## src/rtl/branch_redirect_ctrl_pkg.sv

```systemverilog
// Shared types and constants for the branch redirect controller.
package brc_pkg;

  localparam int DEFAULT_PC_W = 16;

  // Execute lane indices; lane 0 always holds the older instruction.
  localparam int LANE0 = 0;
  localparam int LANE1 = 1;

  typedef enum logic [1:0] {
    IDLE     = 2'd0,
    REDIRECT = 2'd1,
    FLUSH    = 2'd2
  } brc_state_t;

endpackage

```

## src/rtl/branch_redirect_ctrl_if.sv

```systemverilog
// Branch-in / redirect-out signal bundle between execute, the controller and fetch.
// Handshakes: a lane is consumed on any edge where its valid and br_ready are both 1;
// a redirect is consumed on the first edge where redirect_valid and redirect_ready are both 1.
interface branch_redirect_ctrl_if #(
  parameter int PC_W = brc_pkg::DEFAULT_PC_W
);
  logic            l0_br_valid;
  logic            l0_br_taken;
  logic [PC_W-1:0] l0_br_target;
  logic            l1_br_valid;
  logic            l1_br_taken;
  logic [PC_W-1:0] l1_br_target;
  logic            br_ready;
  logic            redirect_valid;
  logic [PC_W-1:0] redirect_pc;
  logic            redirect_ready;
  logic            squash_l1;
  logic            flush;

  modport master (
    output l0_br_valid, l0_br_taken, l0_br_target,
    output l1_br_valid, l1_br_taken, l1_br_target,
    output redirect_ready,
    input  br_ready, redirect_valid, redirect_pc, squash_l1, flush
  );

  modport slave (
    input  l0_br_valid, l0_br_taken, l0_br_target,
    input  l1_br_valid, l1_br_taken, l1_br_target,
    input  redirect_ready,
    output br_ready, redirect_valid, redirect_pc, squash_l1, flush
  );
endinterface

```

## src/rtl/branch_redirect_ctrl_sat_counter.sv

```systemverilog
// Saturating up-counter that adds 0..3 per enabled cycle and sticks at all-ones.
module sat_counter #(
  parameter int W = 16
) (
  input  logic         clk,
  input  logic         reset,
  input  logic         en,
  input  logic [1:0]   inc,
  output logic [W-1:0] count
);

  logic [W:0] sum;

  assign sum = {1'b0, count} + {{(W-1){1'b0}}, inc};

  always_ff @(posedge clk or negedge reset) begin
    if (!reset) begin
      count <= '0;
    end else if (en) begin
      count <= sum[W] ? '1 : sum[W-1:0];
    end
  end

endmodule

```

## src/rtl/branch_redirect_ctrl.sv

```systemverilog
// Picks the oldest taken branch of a two-lane bundle, issues one redirect to fetch,
// then holds the pipeline in flush for FLUSH_CYCLES cycles; keeps branch statistics.
module branch_redirect_ctrl
  import brc_pkg::*;
#(
  parameter int PC_W         = DEFAULT_PC_W,
  parameter int FLUSH_CYCLES = 2,
  parameter int CNT_W        = 16
) (
  input  logic                   clk,
  input  logic                   reset,
  branch_redirect_ctrl_if.slave  bus,
  output logic [CNT_W-1:0]       branch_count,
  output logic [CNT_W-1:0]       taken_count,
  output brc_state_t             state_dbg
);

  localparam int FC_W = (FLUSH_CYCLES > 1) ? $clog2(FLUSH_CYCLES) : 1;
  localparam logic [FC_W-1:0] FC_LOAD = FC_W'((FLUSH_CYCLES > 0) ? FLUSH_CYCLES - 1 : 0);

  brc_state_t      state;
  logic [FC_W-1:0] fcnt;
  logic            sel_l0;
  logic            sel_l1;
  logic            take;
  logic            squash;
  logic            accept;
  logic [1:0]      br_inc;

  assign bus.br_ready = (state == IDLE);
  assign state_dbg    = state;

  always_comb begin
    sel_l0 = bus.l0_br_valid && bus.l0_br_taken;
    sel_l1 = !sel_l0 && bus.l1_br_valid && bus.l1_br_taken;
    take   = sel_l0 || sel_l1;
    // A taken older branch kills whatever lane 1 carried, taken or not.
    squash = sel_l0 && bus.l1_br_valid;
    accept = (state == IDLE) && (bus.l0_br_valid || bus.l1_br_valid);
    br_inc = {1'b0, bus.l0_br_valid} + {1'b0, bus.l1_br_valid && !squash};
  end

  always_ff @(posedge clk or negedge reset) begin
    if (!reset) begin
      state              <= IDLE;
      fcnt               <= '0;
      bus.redirect_valid <= 1'b0;
      bus.redirect_pc    <= '0;
      bus.squash_l1      <= 1'b0;
      bus.flush          <= 1'b0;
    end else begin
      bus.squash_l1 <= 1'b0;
      case (state)
        IDLE: begin
          if (accept && take) begin
            state              <= REDIRECT;
            bus.redirect_valid <= 1'b1;
            bus.flush          <= 1'b1;
            bus.redirect_pc    <= sel_l0 ? bus.l0_br_target : bus.l1_br_target;
            bus.squash_l1      <= squash;
          end
        end
        REDIRECT: begin
          if (bus.redirect_ready) begin
            bus.redirect_valid <= 1'b0;
            if (FLUSH_CYCLES == 0) begin
              state     <= IDLE;
              bus.flush <= 1'b0;
            end else begin
              state <= FLUSH;
              fcnt  <= FC_LOAD;
            end
          end
        end
        FLUSH: begin
          if (fcnt == '0) begin
            state     <= IDLE;
            bus.flush <= 1'b0;
          end else begin
            fcnt <= fcnt - 1'b1;
          end
        end
        default: state <= IDLE;
      endcase
    end
  end

  sat_counter #(.W(CNT_W)) u_branch_cnt (
    .clk   (clk),
    .reset (reset),
    .en    (accept),
    .inc   (br_inc),
    .count (branch_count)
  );

  sat_counter #(.W(CNT_W)) u_taken_cnt (
    .clk   (clk),
    .reset (reset),
    .en    (accept && take),
    .inc   (2'd1),
    .count (taken_count)
  );

endmodule

```

## src/flat_wrapper.sv

```systemverilog
// flat-port wrapper written by rule: the top's interface ports become plain ports
module branch_redirect_ctrl_flat import brc_pkg::*;
#(
  parameter int PC_W         = DEFAULT_PC_W,
  parameter int FLUSH_CYCLES = 2,
  parameter int CNT_W        = 16
)
  (clk, reset, branch_count, taken_count, state_dbg, bus_l0_br_valid, bus_l0_br_taken, bus_l0_br_target, bus_l1_br_valid, bus_l1_br_taken, bus_l1_br_target, bus_redirect_ready, bus_br_ready, bus_redirect_valid, bus_redirect_pc, bus_squash_l1, bus_flush);
  branch_redirect_ctrl_if #(.PC_W(PC_W)) bus_i ();
  input  logic clk;
  input  logic reset;
  output logic [CNT_W-1:0] branch_count;
  output logic [CNT_W-1:0] taken_count;
  output brc_state_t state_dbg;
  input wire logic [$bits(bus_i.l0_br_valid)-1:0] bus_l0_br_valid;
  input wire logic [$bits(bus_i.l0_br_taken)-1:0] bus_l0_br_taken;
  input wire logic [$bits(bus_i.l0_br_target)-1:0] bus_l0_br_target;
  input wire logic [$bits(bus_i.l1_br_valid)-1:0] bus_l1_br_valid;
  input wire logic [$bits(bus_i.l1_br_taken)-1:0] bus_l1_br_taken;
  input wire logic [$bits(bus_i.l1_br_target)-1:0] bus_l1_br_target;
  input wire logic [$bits(bus_i.redirect_ready)-1:0] bus_redirect_ready;
  output wire logic [$bits(bus_i.br_ready)-1:0] bus_br_ready;
  output wire logic [$bits(bus_i.redirect_valid)-1:0] bus_redirect_valid;
  output wire logic [$bits(bus_i.redirect_pc)-1:0] bus_redirect_pc;
  output wire logic [$bits(bus_i.squash_l1)-1:0] bus_squash_l1;
  output wire logic [$bits(bus_i.flush)-1:0] bus_flush;
  assign bus_i.l0_br_valid = bus_l0_br_valid;
  assign bus_i.l0_br_taken = bus_l0_br_taken;
  assign bus_i.l0_br_target = bus_l0_br_target;
  assign bus_i.l1_br_valid = bus_l1_br_valid;
  assign bus_i.l1_br_taken = bus_l1_br_taken;
  assign bus_i.l1_br_target = bus_l1_br_target;
  assign bus_i.redirect_ready = bus_redirect_ready;
  assign bus_br_ready = bus_i.br_ready;
  assign bus_redirect_valid = bus_i.redirect_valid;
  assign bus_redirect_pc = bus_i.redirect_pc;
  assign bus_squash_l1 = bus_i.squash_l1;
  assign bus_flush = bus_i.flush;
  branch_redirect_ctrl #(.PC_W(PC_W), .FLUSH_CYCLES(FLUSH_CYCLES), .CNT_W(CNT_W)) u_core (.clk(clk), .reset(reset), .bus(bus_i), .branch_count(branch_count), .taken_count(taken_count), .state_dbg(state_dbg));
endmodule
```

## config.mk

```make
export PLATFORM = sky130hd
export DESIGN_NAME = branch_redirect_ctrl_flat
export DESIGN_NICKNAME = d
export VERILOG_FILES = /design/src/rtl/branch_redirect_ctrl_pkg.sv /design/src/rtl/branch_redirect_ctrl_if.sv /design/src/rtl/branch_redirect_ctrl_sat_counter.sv /design/src/rtl/branch_redirect_ctrl.sv /design/src/flat_wrapper.sv
export SDC_FILE = /design/constraint.sdc
export NUM_CORES = 1
export LEC_CHECK = 0
export CAP_MARGIN = 20
export CELL_PAD_IN_SITES_DETAIL_PLACEMENT = 0
export CELL_PAD_IN_SITES_GLOBAL_PLACEMENT = 1
export CORE_MARGIN = 1.5
export CORE_UTILIZATION = 35
export CTS_BUF_LIST = sky130_fd_sc_hd__clkbuf_2
export DETAILED_ROUTE_END_ITERATION = 10
export PLACE_DENSITY = 0.89
export SETUP_SLACK_MARGIN = 0.1
export SLEW_MARGIN = 20
export SYNTH_ARGS = -nofsm -noshare
export SYNTH_HDL_FRONTEND = slang
export SYNTH_SLANG_ARGS = --single-unit
```

## constraint.sdc

```tcl
create_clock -name clk -period 2.6 [get_ports clk]
set_clock_uncertainty 0.1 [all_clocks]
set_input_delay 0.39 -clock clk [delete_from_list [all_inputs] [get_ports clk]]
set_output_delay 0.39 -clock clk [all_outputs]
set_load 0.02 [all_outputs]
```

**Metal 3**

Drawn at 4 px/um.
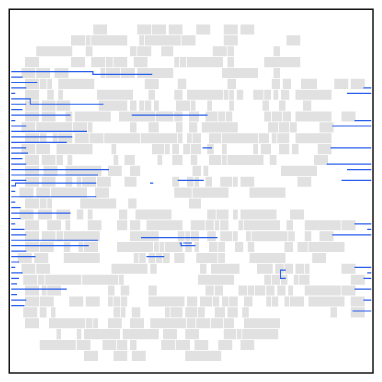
wire length on this layer = 500 um
longest straight run = 24.1 um

**Sequential cells grouped by signal name**

Drawn at 4 px/um. Other sequential cells in the stronger grey, the rest of the logic in the fainter grey.
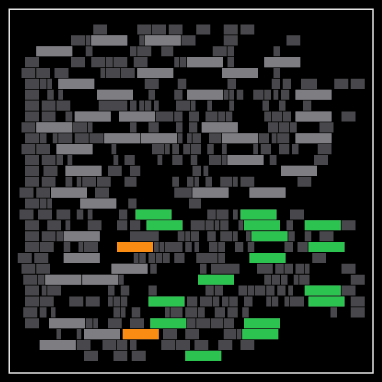
u_core.u_branch_cnt.count -> green  # flops 16
u_core.state_dbg -> orange  # flops 2

**Congestion heat map**

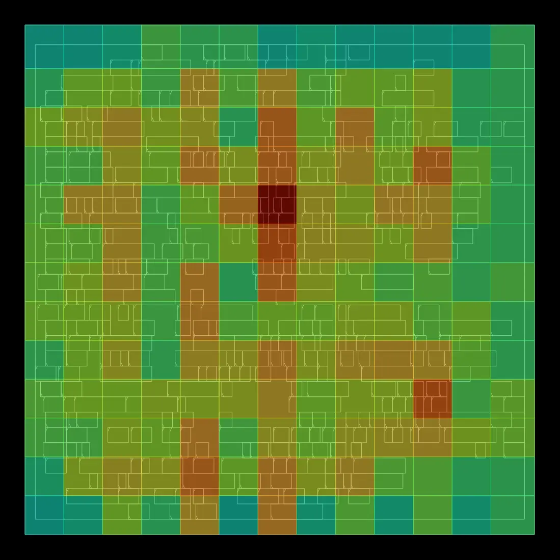
WL/cell: 13.4 um
Final Core Density: 52.6%

**Wiring by layer**

Drawn at 4 px/um. Only two layers are drawn.
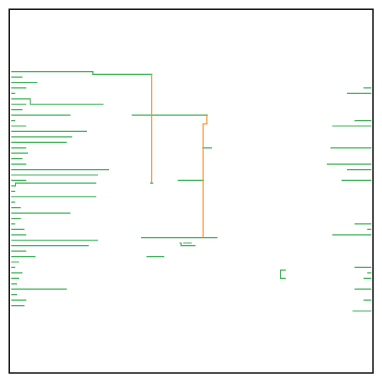
metal 3 -> green  # wire length 500 um
metal 4 -> orange  # wire length 58.7 um
wirelength, routed: 6440 um
Via Count: 2403
GRT Overall Usage: 16.4%

[power by group]
group,internal [W],switching (W)
clock,0.0000583,0.000262
combinational,0.000751,0.000819
sequential,0.00110,0.000275
total,0.00191,0.00136
[flip-flops by register name, indices dropped and copies added (netlist names)]
| register | cells |
|---|---|
| u_core.u_taken_cnt.count | 16 |
| u_core.bus.squash_l1 | 1 |
| u_core.bus.redirect_valid | 1 |
| u_core.bus.redirect_pc | 16 |
| u_core.bus.flush | 1 |
| u_core.state_dbg | 2 |
| u_core.u_branch_cnt.count | 16 |
| u_core.fcnt | 1 |
[cell families (layout without fill, tap and decap cells)]
logic type | Yosys count | in the layout
AND/OR/NAND/NOR | 126 | 126
multiplexers | 20 | 20
AND-OR/OR-AND | 50 | 50
flip-flops | 54 | 54
XOR/XNOR | 9 | 9
buffers and inverters | 17 | 120
adder cells (fa/ha/maj) | 3 | 3
[repair_timing]
action | 4_1_cts | 5_1_grt
endpoints found under the setup margin | 1 | 0
hold endpoints to repair | 28 | 0
hold buffers | 1 | 0
resized | 1 | 0
[cell usage after synthesis, types with 6 or more instances]
| master | number |
|---|---|
| inv_1 | 6 |
| a21oi_1 | 8 |
| nand3_1 | 23 |
| o21ai_0 | 29 |
| a31oi_1 | 6 |
| nand2_1 | 45 |
| nor4_1 | 6 |
| and3_1 | 6 |
| xnor2_1 | 8 |
| nor2_1 | 10 |
| dfrtp_1 | 54 |
| mux2i_1 | 18 |
| clkbuf_1 | 9 |
[layer usage]
layer	part of all wire, %	wire [um]
met5	0	0
met4	0.90	58
met3	7.7	499
met2	46	2950
met1	46	2940
[through the flow]
stage               instances  hold slack (ns)
floorplan                 279         -0.00559
global placement          473            0.361
detailed placement        473            0.367
CTS                       481            0.376
global route              481            0.366
finish                    481            0.373
[path summary, 6_finish.rpt]
kind                                                 to  slack (ns)  cells past startpoint
setup / recovery                           bus_br_ready        0.28                      3
hold / removal              u_core.u_taken_cnt.count[5]        0.37                      2
setup reg to reg           u_core.u_taken_cnt.count[13]        0.33                      4
hold reg to reg              u_core.bus.redirect_pc[10]        0.41                      2
max in group asynchronous     u_core.bus.redirect_pc[5]        1.44                      3
min in group clk                    u_core.state_dbg[0]        0.40                      2
[worst max-delay path: stages (launching register included)]
cell,delay (ns)
dfrtp_1,0.49
or2_1,0.35
inv_1,0.19
dlygate4sd2_1,0.36
[area by class of cell]
| class | count | area (um2) |
|---|---|---|
| fillers | 674 | 3480 |
| flip-flops and latches | 54 | 1350 |
| multi-input cells | 208 | 1270 |
| repair buffers | 107 | 1050 |
| well taps | 99 | 124 |
| clock buffers | 5 | 25.0 |
| inverters | 6 | 22.5 |
| clock inverters | 2 | 10.0 |
==> flow_metrics.env <==
# physical design summary
export IMPL_outcome="finished clean"
export IMPL_synth_edff_count=0
export IMPL_adder_share_pct=1.68
export IMPL_ys_cells=279
export IMPL_die_y_um=90.5
export IMPL_portBuffers=92
export IMPL_design_area_um2=3850
export IMPL_top_cells_by_area="dfrtp_1 50%, mux2i_1 6.7%, nand2_1 6.3%"
export IMPL_period_minus_slack_ns=2.32
export IMPL_use_met3_pct=6.14
export IMPL_die_w_um=90.5
export IMPL_drive_gt1_share_pct=7.07
export IMPL_post_cts_buffers=0
export IMPL_final_setup_worst_slack_ns=0.280
export IMPL_critPathArrivalTime_ns=1.83
export IMPL_ys_ff=54
export IMPL_critPathCaptureType="output port"
export IMPL_ir_drop_mv=0.431
export IMPL_area_growth_pct=43.7
export IMPL_fp_nets=321
export IMPL_synth_cell_area_um2=2680
export IMPL_drt_first_pass_iters=4
export IMPL_layout_cells_most_common="clkdlybuf4s50_1"
export IMPL_placementRows=31
export IMPL_grtUsageMet1_pct=20.7
export IMPL_clkLatencyLatePin_ns=0.45
export IMPL_initial_core_util_pct=36.6
export IMPL_cts_buffers=5
export IMPL_warning_count=26
export IMPL_synth_xor_area_share_pct=2.94
export IMPL_grt_pass1_wl_um=10900
export IMPL_final_max_slew_violation_count=0
